==> config.mk <==
export PLATFORM = sky130hd
export DESIGN_NAME = simplenet_weight_loader
export DESIGN_NICKNAME = d
export VERILOG_FILES = /design/src/rtl/simplenet_weight_loader.sv
export SDC_FILE = /design/constraint.sdc
export NUM_CORES = 1
export LEC_CHECK = 0
export CELL_PAD_IN_SITES_DETAIL_PLACEMENT = 0
export CELL_PAD_IN_SITES_GLOBAL_PLACEMENT = 1
export CORE_ASPECT_RATIO = 1.75
export CORE_UTILIZATION = 30
export CTS_CLUSTER_DIAMETER = 150
export CTS_CLUSTER_SIZE = 20
export DETAILED_ROUTE_END_ITERATION = 8
export HOLD_SLACK_MARGIN = 0.15
export PLACE_DENSITY_LB_ADDON = 0.25
export SETUP_SLACK_MARGIN = 0.02
export SYNTH_ARGS = -nofsm -noshare
export SYNTH_HDL_FRONTEND = slang
export SYNTH_SLANG_ARGS = --single-unit
==> constraint.sdc <==
create_clock -name clk -period 3.5 [get_ports clk]
set_input_delay 0.525 -clock clk [delete_from_list [all_inputs] [get_ports clk]]
set_output_delay 0.525 -clock clk [all_outputs]
set_load 0.01 [all_outputs]
### Signal wires on met2

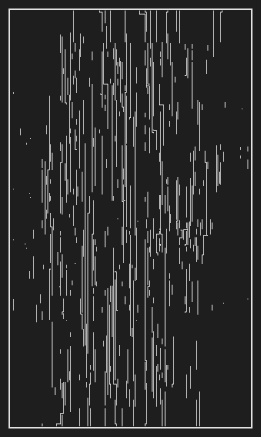
longest straight run: 64.9 µm
share of all routed wire: 52%
vias: 1708
routed wire length: 5760 µm

### Local utilization

Scale bar: 20 µm. The die is cut into 8 by 13 equal tiles; black is low, pale yellow is high, 0 to 100% covered.
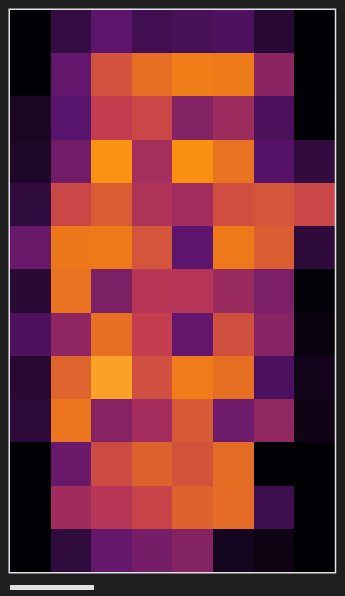
tiles over 75% full: 2.9%
mean over tiles: 36%
emptiest ninth of the die: lower right
fullest tile: 80%
fp util: 31.3%
final core utilization: 40.6%
Placeable Area: 9590 µm²

### The metal 1 layer

Scale bar: 20 µm.
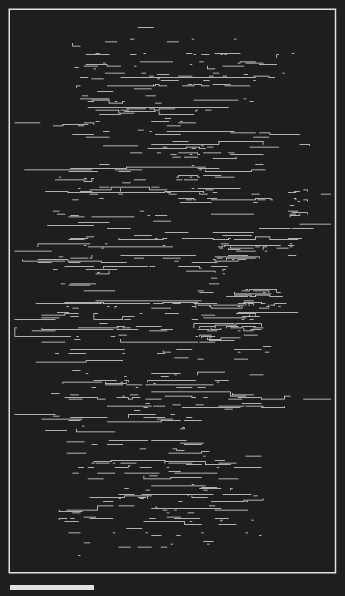
nets with wire on the layer: 224
wire length on this layer: 2430 µm
longest straight run: 33.6 µm
share of all routed wire: 42%
met1 usage: 14.7%

### Routing congestion map

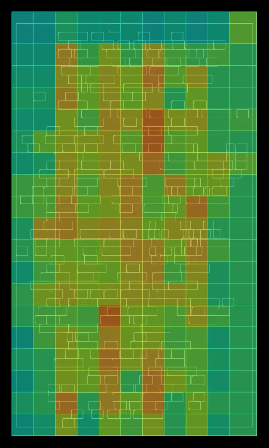
GRT Max-Usage Layer: met2
met3 GRT Util: 3.13%
met2 GRT Util: 20.0%

==> qor.yml <==
power_leader: "sequential cells"
fp_nets: 202
clkLatencyLatePin_ns: 0.33
ys_sh_mux_pct: 25.5
async_reset_ff_share_pct: 100
crit_slowest_cell: "and3_4"
yosys_warnings: 0
yosys.area_share.simple_pct: 5.88
critical_path_class: "primary input to flip-flop"
grt_usage_pct: 12.3
antenna_left: 0
topCellsByArea: "dfrtp_1, mux2_2, nor2b_1, nand3_1, buf_6"
post-place-ws_ns: 0.983
synth.distinct_cells: 30
taps: 122
power.switching_mw: 0.624
setup_tns_ns: 0
htreeDepth: 3
path_clk_slew_ns: 0.05
pwr-share-seq_pct: 45.9
fp.dieW_um: 77.6
syn_area_um2: 3000
design_area_um2: 3890
sh_seq_area_pct: 48.8
rows: 47
irDropWorstVdd_v: 0.000266
totalPowerFinal_mw: 2.60
grt_remaining_overflow: 0
ios: 48
wl_per_cell_um: 15.5
synthTopCellsByCount: "dfrtp_1, mux2_2, nand3_1, nor2b_1"
grt_max_degree: 45
dr_wl_met2_um: 3020
highest-signal-layer: "met4"
p_clk_mw: 0.915
yosysTopAreaCellShare_pct: 63.4
synth_adder_area_share_pct: 0.834
drc_errors: 0
synth-xor-area-share_pct: 0.292
placed_area_um2: 3590
cts-buffers-inserted: 9
nonClkBufAreaFrac_pct: 12.6
ys_cells: 192
ff_count: 76
antenna_cells: 0
grt_pass1_wl_um: 9460
holdCritPathClass: "flip-flop to flip-flop"
swShare_pct: 24.0
crit_family: "simple AND/OR/NAND/NOR gates"
pg_seq_mw: 1.19
clock_skew_ns: 0.00430
reg2reg_depth: 5
avgSynthCellArea_um2: 15.6
flop_cell: "dfrtp_1"
path_cells: "clkdlybuf4s50_1, and4bb_2, and3_4, mux2_2"
comb_power_mw: 0.488
fin_cells: 372
setup_viol: 0
ctsResizeCount: 0
logic_gates: 107
startpoint_type: "primary input"
cts_root_buf: "clkbuf_16"
routabilityCongestion: 0.668
drt_pass1_iterations: 4
synthCells: 192
num-nonclk-buffers: 48
cts_tree: "yes"
slew_violations: 0
p_leak_nw: 1.82
drive_above_1_share_pct: 35.2
clockBufferDepth: 2
comb_share_pct: 26.6
rsz0062_at_grt: "no"
worstMarginPinSlew_ns: 0.684
period_minus_slack_ns: 2.17
register_area_um2: 1900
drt_iter0_drc: 82
reg2reg_setup_slack_ns: 1.38
yosys.area_share.aoi_pct: 1.84
top_logic_kind: "multiplexers"
critPathArrivalTime_ns: 2.38
cp.depth: 4
logic_area_um2: 1030
synth_top_cell_by_count: "dfrtp_1"
whs_ns: 0.463
antenna_found_initial: 0
whs_path_depth: 1
powerDensity_nw_per_um2: 667
max_stage_delay_ns: 0.57
clockPowerShare_pct: 35.2
fin_crit_sh_pct: 62.0
ys_seq_elements: 76
cp_num_buf_inv: 1
synthToLayoutAreaGrowth_pct: 29.8
combPwrFrac_pct: 18.8
postCtsSetupBuffers: 0
dp_hpwl_um: 3860
relSlewSlack_pct: 54.3
critPathCaptureType: "flip-flop"
nClkBuffers: 11
wl_met1_um: 2430
p_int_mw: 1.97
wl_met3_um: 191
warnings: 27
fillers: 891
hold_buffers: 0
outcome: "finished clean"
largest_area_cell: "dfrtp_1"
grt_pass1_vias: 1783
hold_viol_final: 0
ys_chip_area_um2: 3000
yosys.stat.seqShare_pct: 63.4
nNonClkInverters: 3
finish.net_count: 255
synth-edff-count: 0
cp.required_ns: 3.71
die_y_um: 134
clock_area_share_pct: 7.78
cap_viol_max_count: 0
dieArea_um2: 10400
largest_class: "registers"
fmax_ghz: 0.461
portBuffers: 47
largest_reg_flops: 32
worstPathMaxFanout: 38
dp.cells: 356
clock_sinks: 76
fin_ws_ns: 1.33
via_per_inst: 4.59
routing by layer:
metal / track usage, % / vias up
met2: 20.0 / 29
met3: 3.13 / 6
met4: 6.92 / 0
met5: 0 / -
met1: 14.7 / 876
li1: - / 797
cells in the final DEF, fill, tap and decap left out, types with 2 or more instances in the layout:
cell and count:
o21ai_0 3, clkdlybuf4s50_1 47, clkbuf_16 9, dfrtp_1 76, nand3_1 7, mux2_2 66, nor2b_1 6, clkbuf_8 2
inv_1 2, clkinv_2 4, ha_1 2, nor2_1 3, mux2_1 2
kinds of logic (layout without fill, tap and decap cells):
group / count (synthesis) / count (layout)
xor gates and xnor gates: 1 / 1
adders and majority gates: 2 / 2
other: 1 / 1
AOI/OAI and AO/OA: 8 / 8
DFF: 76 / 76
muxes: 68 / 68
buffers and inverters: 9 / 67
and+or+nand+nor: 27 / 27
Power figures rest on the tool's default switching activity, not on a simulated workload.
